### src/rtl/riscv32f_pkg.sv
// Shared RV32F definitions: FP CSR numbers, rounding-mode encodings, exception flag layout.
package riscv32f_pkg;

    localparam logic [11:0] CSR_FFLAGS = 12'h001;
    localparam logic [11:0] CSR_FRM    = 12'h002;
    localparam logic [11:0] CSR_FCSR   = 12'h003;

    localparam logic [2:0] RM_RNE = 3'b000;
    localparam logic [2:0] RM_RTZ = 3'b001;
    localparam logic [2:0] RM_RDN = 3'b010;
    localparam logic [2:0] RM_RUP = 3'b011;
    localparam logic [2:0] RM_RMM = 3'b100;
    localparam logic [2:0] RM_DYN = 3'b111;

    localparam int FLAG_NX = 0;
    localparam int FLAG_UF = 1;
    localparam int FLAG_OF = 2;
    localparam int FLAG_DZ = 3;
    localparam int FLAG_NV = 4;

    typedef enum logic [1:0] {
        CSR_OP_WRITE = 2'b00,
        CSR_OP_SET   = 2'b01,
        CSR_OP_CLEAR = 2'b10,
        CSR_OP_READ  = 2'b11
    } riscv32f_csr_op_t;

    typedef struct packed {
        logic nv;
        logic dz;
        logic of;
        logic uf;
        logic nx;
    } riscv32f_fflags_t;

    function automatic logic rm_is_reserved(input logic [2:0] rm);
        return (rm == 3'b101) || (rm == 3'b110) || (rm == 3'b111);
    endfunction

endpackage

### src/rtl/riscv32f_csr_unit.sv
// FP CSR unit: holds fflags/frm, serves FFLAGS/FRM/FCSR accesses over a valid/ready
// request/response pair and accumulates FPU exception flags.
module riscv32f_csr_unit
    import riscv32f_pkg::*;
#(
    parameter logic [2:0] RESET_FRM = RM_RNE
) (
    input  logic        clk,
    input  logic        rst,
    input  logic        csr_req_valid,
    output logic        csr_req_ready,
    input  logic [11:0] csr_req_addr,
    input  logic [1:0]  csr_req_op,
    input  logic [31:0] csr_req_data,
    output logic        csr_resp_valid,
    input  logic        csr_resp_ready,
    output logic [31:0] csr_resp_data,
    output logic        csr_resp_error,
    input  logic        fpu_flags_valid,
    input  logic [4:0]  fpu_flags,
    input  logic [2:0]  inst_rm,
    output logic [2:0]  eff_rm,
    output logic        eff_rm_illegal,
    output logic [4:0]  fflags,
    output logic [2:0]  frm
);

    typedef enum logic {S_IDLE, S_RESP} state_t;

    state_t           state;
    riscv32f_fflags_t fflags_q;
    riscv32f_fflags_t fflags_next;
    logic [2:0]       frm_q;
    logic [2:0]       frm_next;

    logic             accept;
    logic             hit_fflags;
    logic             hit_frm;
    logic             hit_fcsr;
    logic             addr_ok;
    logic [7:0]       mask;
    logic [7:0]       old_val;
    logic [7:0]       operand;
    logic [7:0]       new_val;
    riscv32f_csr_op_t op;
    logic             req_data_unused;

    function automatic logic [7:0] csr_apply(input riscv32f_csr_op_t op_i,
                                             input logic [7:0] old_i,
                                             input logic [7:0] opnd_i);
        logic [7:0] res;
        unique case (op_i)
            CSR_OP_WRITE: res = opnd_i;
            CSR_OP_SET:   res = old_i | opnd_i;
            CSR_OP_CLEAR: res = old_i & ~opnd_i;
            default:      res = old_i;
        endcase
        return res;
    endfunction

    assign csr_req_ready   = (state == S_IDLE) | csr_resp_ready;
    assign accept          = csr_req_valid & csr_req_ready;
    assign op              = riscv32f_csr_op_t'(csr_req_op);
    assign req_data_unused = ^csr_req_data[31:8];

    assign hit_fflags = (csr_req_addr == CSR_FFLAGS);
    assign hit_frm    = (csr_req_addr == CSR_FRM);
    assign hit_fcsr   = (csr_req_addr == CSR_FCSR);
    assign addr_ok    = hit_fflags | hit_frm | hit_fcsr;

    // Work in an 8-bit FCSR-shaped view; the mask zero-extends narrower CSRs
    // and leaves old_val at zero for unknown addresses.
    always_comb begin
        mask    = 8'h00;
        old_val = 8'h00;
        if (hit_fflags) begin
            mask    = 8'h1F;
            old_val = {3'b000, fflags_q};
        end else if (hit_frm) begin
            mask    = 8'h07;
            old_val = {5'b00000, frm_q};
        end else if (hit_fcsr) begin
            mask    = 8'hFF;
            old_val = {frm_q, fflags_q};
        end
        operand = csr_req_data[7:0] & mask;
        new_val = csr_apply(op, old_val, operand) & mask;
    end

    // FPU flags are OR-ed on top of any CSR result so a coincident report is never lost.
    always_comb begin
        fflags_next = fflags_q;
        frm_next    = frm_q;
        if (accept) begin
            if (hit_fflags || hit_fcsr) fflags_next = riscv32f_fflags_t'(new_val[4:0]);
            if (hit_frm)                frm_next    = new_val[2:0];
            if (hit_fcsr)               frm_next    = new_val[7:5];
        end
        if (fpu_flags_valid) fflags_next = riscv32f_fflags_t'(fflags_next | fpu_flags);
    end

    always_ff @(posedge clk or posedge rst) begin
        if (rst) begin
            state          <= S_IDLE;
            csr_resp_valid <= 1'b0;
            csr_resp_data  <= 32'h0;
            csr_resp_error <= 1'b0;
            fflags_q       <= '0;
            frm_q          <= RESET_FRM;
        end else begin
            fflags_q <= fflags_next;
            frm_q    <= frm_next;
            case (state)
                S_IDLE: begin
                    if (accept) begin
                        state          <= S_RESP;
                        csr_resp_valid <= 1'b1;
                        csr_resp_data  <= {24'h0, old_val};
                        csr_resp_error <= ~addr_ok;
                    end
                end
                S_RESP: begin
                    if (accept) begin
                        csr_resp_data  <= {24'h0, old_val};
                        csr_resp_error <= ~addr_ok;
                    end else if (csr_resp_ready) begin
                        state          <= S_IDLE;
                        csr_resp_valid <= 1'b0;
                    end
                end
                default: state <= S_IDLE;
            endcase
        end
    end

    assign eff_rm         = (inst_rm == RM_DYN) ? frm_q : inst_rm;
    assign eff_rm_illegal = rm_is_reserved(eff_rm);
    assign fflags         = fflags_q;
    assign frm            = frm_q;

endmodule

### config.mk
export PLATFORM = sky130hd
export DESIGN_NAME = riscv32f_csr_unit
export DESIGN_NICKNAME = d
export VERILOG_FILES = /design/src/rtl/riscv32f_pkg.sv /design/src/rtl/riscv32f_csr_unit.sv
export SDC_FILE = /design/constraint.sdc
export NUM_CORES = 1
export LEC_CHECK = 0
export CORE_MARGIN = 8
export CORE_UTILIZATION = 37
export CTS_BUF_LIST = sky130_fd_sc_hd__clkbuf_8
export DETAILED_ROUTE_END_ITERATION = 10
export PLACE_DENSITY = 0.88
export SLEW_MARGIN = 20
export SYNTH_ARGS = -nofsm -noshare
export SYNTH_HDL_FRONTEND = slang
export SYNTH_SLANG_ARGS = --single-unit
### constraint.sdc
create_clock -name clk -period 3.1 [get_ports clk]
set_clock_uncertainty 0.2 [all_clocks]
set_input_delay 0.93 -clock clk [delete_from_list [all_inputs] [get_ports clk]]
set_output_delay 0.93 -clock clk [all_outputs]
set_load 0.01 [all_outputs]
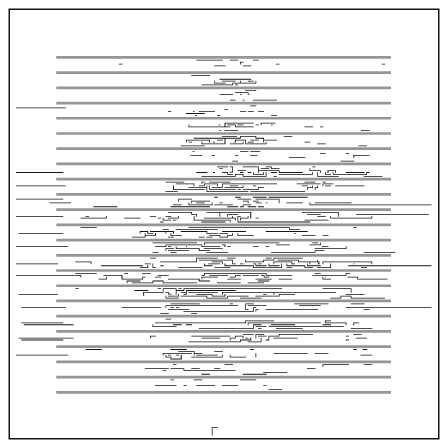
run_1/m1.png
Supply wires on this layer in grey.
wire length on this layer: 1,510 µm
longest straight run: 21.6 µm
nets with wire on the layer: 212
share of all routed wire: 40%

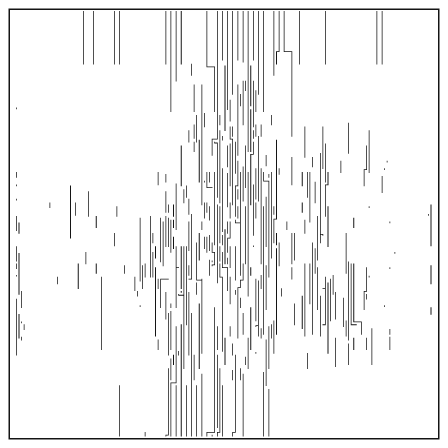
run_1/m2.png
share of all routed wire: 51%
longest straight run: 25.0 µm
wire length on this layer: 1,950 µm

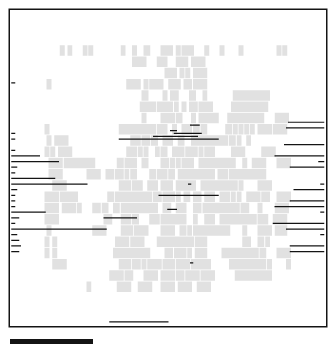
run_1/m3.png
The bar under the picture is 20 µm long.
longest straight run: 23.9 µm
nets with wire on the layer: 46
main direction: horizontal
wire length on this layer: 291 µm
share of all routed wire: 7.6%

==> run 1: layer usage <==
| metal | GRT usage (%) | vias up |
|---|---|---|
| met4 | 5.19 | 0 |
| met1 | 14.7 | 604 |
| met2 | 22.3 | 57 |
| met5 | 0 | - |
| li1 | - | 634 |
| met3 | 3.18 | 5 |
==> run 1: what timing repair did <==
action | in CTS | in global routing
setup endpoints to repair | 5 | 0
endpoints found under the hold margin | 0 | 0
gates resized | 13 | 0
setup buffers | 0 | 0
==> run 1: cells by family (layout without fill, tap and decap cells) <==
family                    Yosys count  in the layout  synth area share (%)
other                               1             24                 0.277
AOI/OAI and AO/OA                  43             43                  22.8
and+or+nand+nor                    54             54                  22.1
DFF                                19             19                  35.2
buffers and inverters              42             78                  19.1
xor gates and xnor gates            1              1                 0.648
==> run summary, run 1 <==
Pwr top - registers
critical path's slowest cell - clkdlybuf4s50_1
Netlist cell types - 35
Non-CTS buffers - 63
Fmax - 328 MHz
worst vdd ir - 0.149 mV
number of cell rows - 22
cell count after synthesis - 160
Total GRT Usage - 12.9%
Hold Buf Count CTS - 0
Initial Utilization - 37.8%
hold path depth - 2
Yosys top cell by area - dfrtp_1
max cap viols - 0
critical path type - in -> out
worst-path fanout max - 3
Largest register FFs - 8
Worst Hold Class - reg -> reg
Routed WL - 3.81 mm
hold slack - 0.272 ns
main area contributors - dfrtp_1 35%, buf_4 13%, nand2_1 4.7%
Critical Path Sink Type - primary output
CTS sink cnt - 19
Area Overhead vs Synth - 42.5%
share of cells above drive strength 1 - 7.31%
vias in the first global route - 1,368
GPL Wtd Cong - 0.832
PD cells - 286 nW/µm²
Routed WL per cell - 14.3 µm
final max-slew violation count - 0
design area - 1930 µm²
fraction of registers with async set/reset - 100%
Final WS setup - 0.0494 ns
Final Hold Fails - 0
crit path from - inst_rm[1]
Combinational Power - 0.130 mW
CP bufs+invs - 2
Final HPWL DP - 3.20 mm
crit path to - eff_rm[2]
LEAKAGE - 0.840 nW
Reg area - 475 µm²
TritonCTS clock tree - yes
Clock Tree Buf Depth - 2
most frequent cells after synthesis - 24 x buf_4, 19 x dfrtp_1, 17 x nand2_1
Synthesis Warnings - 0
final net count - 279
Worst path depth - 3
Log Warnings - 50
fillers - 351
CTS Buf Count - 3
grt ovf - 0
Seq/total area - 24.7%
met3 wire length - 290 µm
Startpoint Class - primary input
Gate Area - 706 µm²
Clock power frac - 30.5%
Diodes inserted - 0
TNS Setup - 0 ns
largest net degree at the start of global routing - 20
Finished Layout Cells - 267
non-clock buffer area fraction after layout - 31.1%
clk cell area share - 2.34%
outcome - complete, no violations
Die Height - 76.5 µm
Commonest Layout Cell - clkdlybuf4s50_1
--- run 2 (diff from run 1) ---
--- a/config.mk
+++ b/config.mk
@@ -5,11 +5,12 @@
 export SDC_FILE = /design/constraint.sdc
 export NUM_CORES = 1
 export LEC_CHECK = 0
+export CAP_MARGIN = 40
 export CORE_MARGIN = 8
 export CORE_UTILIZATION = 37
 export CTS_BUF_LIST = sky130_fd_sc_hd__clkbuf_8
 export DETAILED_ROUTE_END_ITERATION = 10
-export PLACE_DENSITY = 0.88
+export PLACE_DENSITY = 0.95
 export SLEW_MARGIN = 20
 export SYNTH_ARGS = -nofsm -noshare
 export SYNTH_HDL_FRONTEND = slang
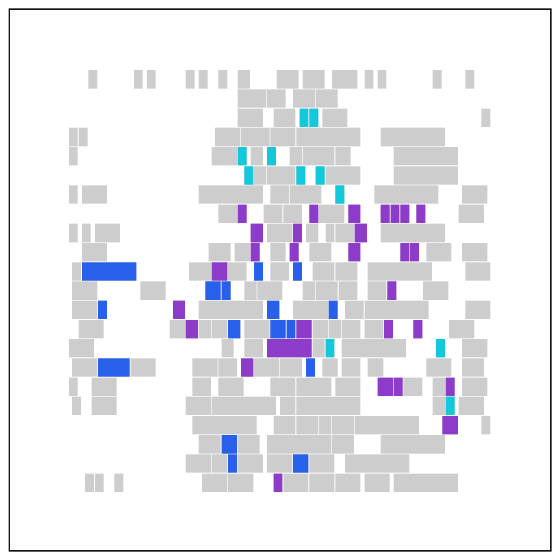
run_2/gates.png
legend:
  nor cells:
    colour: blue
    cells: 16
    most_used: nor2_1
  nand cells:
    colour: purple
    cells: 29
    most_used: nand2_1
  inv cells:
    colour: cyan
    cells: 11
    most_used: inv_1

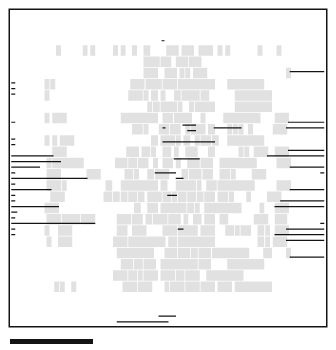
run_2/m3.png
The bar under the picture is 20 µm long.
longest straight run: 20.0 µm
main direction: horizontal
share of all routed wire: 7.0%

==> run 2 against run 1 <==
- non-clock buffer count is the same
- wire length up 3.5%
- total power is 0.45% higher
- die size stayed put
- synthesized cell count unchanged
- combinational power is essentially flat
- via count rose by 0.15%
- critical path depth stayed put
- sequential share of layout area fell by 0.24 points
==> run summary, run 2 <==
outcome - complete, no violations (unchanged)
post-CTS resize count - 12 (was 13)
grt ovf - 0 (unchanged)
Final HPWL DP - 3.11 mm (was 3.20 mm)
Gate Area - 718 µm² (was 706 µm²)
largest net degree at the start of global routing - 20 (unchanged)
PD cells - 284 nW/µm² (was 286 nW/µm²)
share of cells above drive strength 1 - 8.22% (was 7.31%)
Commonest Layout Cell - clkdlybuf4s50_1 (unchanged)
most frequent cells after synthesis - 24 x buf_4, 19 x dfrtp_1, 17 x nand2_1 (unchanged)
grt met1 use - 14.5% (was 14.7%)
met3 usage - 3.66% (was 3.18%)
vias in the first global route - 1,353 (was 1,368)
CTS Buf Count - 3 (unchanged)
fraction of registers with async set/reset - 100% (unchanged)
Routed WL per cell - 14.8 µm (was 14.3 µm)
Startpoint Class - primary input (unchanged)
TritonCTS clock tree - yes (unchanged)
main area contributors - dfrtp_1 35%, buf_4 13%, nand2_1 4.7% (unchanged)
GPL Wtd Cong - 0.875 (was 0.832)
Hold EP - csr_resp_data[6]$_DFFE_PP0P_ (unchanged)
Finished Layout Cells - 267 (unchanged)
Fmax - 328 MHz (about the same)
Synthesis Warnings - 0 (unchanged)
hold path depth - 2 (unchanged)
mux share - 0% (unchanged)
Non-CTS buffers - 63 (unchanged)
max cap viols - 0 (unchanged)
top comb family, area - AND-OR/OR-AND gates (unchanged)
Area Overhead vs Synth - 43.8% (was 42.5%)
fa+ha+maj area frac - 0% (unchanged)
Yosys top cell by area - dfrtp_1 (unchanged)
Final WS setup - 0.0546 ns (was 0.0494 ns)
worst-path fanout max - 3 (unchanged)
FF-to-FF path depth - 6 (unchanged)
initial antenna violation count - 0 (unchanged)
Diodes inserted - 0 (unchanged)
final max-slew violation count - 0 (unchanged)
Comb area share - 36.9% (was 36.6%)
fillers - 341 (was 351)
Complex Gates by Area - 22.8% (unchanged)
Netlist cell types - 35 (unchanged)
worst vdd ir - 0.142 mV (was 0.149 mV)
cell count after synthesis - 160 (unchanged)
met3 wire length - 278 µm (was 290 µm)
Seq/total area - 24.4% (was 24.7%)
most frequent cells in the layout - 50 x clkdlybuf4s50_1, 24 x conb_1, 19 x dfrtp_1 (unchanged)
Initial Utilization - 37.8% (unchanged)
design area - 1950 µm² (was 1930 µm²)
Worst Hold Class - reg -> reg (unchanged)
yosys simple share - 22.1% (unchanged)
Chip Area, Yosys - 1350 µm² (unchanged)
number of cell rows - 22 (unchanged)
clk cell area share - 2.32% (was 2.34%)
non-clock buffer area fraction after layout - 31.1% (about the same)
Largest register FFs - 8 (unchanged)
Final Hold Fails - 0 (unchanged)
die x size - 76.5 µm (unchanged)
Total GRT Usage - 13.3% (was 12.9%)
XOR Share, Synth - 0.648% (unchanged)
CTS sink cnt - 19 (unchanged)
met2 usage - 23.1% (was 22.3%)
hold slack - 0.272 ns (about the same)
Seq cells - 19 (unchanged)
critical path type - in -> out (unchanged)
Seq share, synth - 35.2% (unchanged)
critical path's slowest cell - clkdlybuf4s50_1 (unchanged)
Die Height - 76.5 µm (unchanged)
Clock Tree Buf Depth - 2 (unchanged)
Tightest Pin Transition - 0.727 ns (was 0.728 ns)
LEAKAGE - 0.841 nW (was 0.840 nW)
Critical Path Sink Type - primary output (unchanged)
Log Warnings - 50 (unchanged)
CP bufs+invs - 2 (unchanged)
TNS Setup - 0 ns (unchanged)
Routed WL - 3.95 mm (was 3.81 mm)
==> run 2: worst max-delay path by stage <==
| stage | from | endpoint | depth (start not counted) |
|---|---|---|---|
| after global placement | inst_rm[0] | eff_rm_illegal | 5 |
| final | inst_rm[1] | eff_rm[0] | 3 |
| after detailed placement | inst_rm[0] | eff_rm_illegal | 5 |
| after global routing | inst_rm[1] | eff_rm[0] | 3 |
| after floorplan | inst_rm[0] | eff_rm_illegal | 3 |
| after CTS | inst_rm[1] | eff_rm_illegal | 4 |
==> run 2: where the power goes <==
group / total [mW] / internal [mW] / switching [mW] / leakage [nW]
Combinational: 0.131 / 0.0645 / 0.0668 / 0.585
Sequential: 0.253 / 0.251 / 0.00241 / 0.229
Clock: 0.169 / 0.0881 / 0.0808 / 0.0269
Total: 0.553 / 0.403 / 0.150 / 0.841
No activity file was given, so power comes from the tool's default toggle rates.
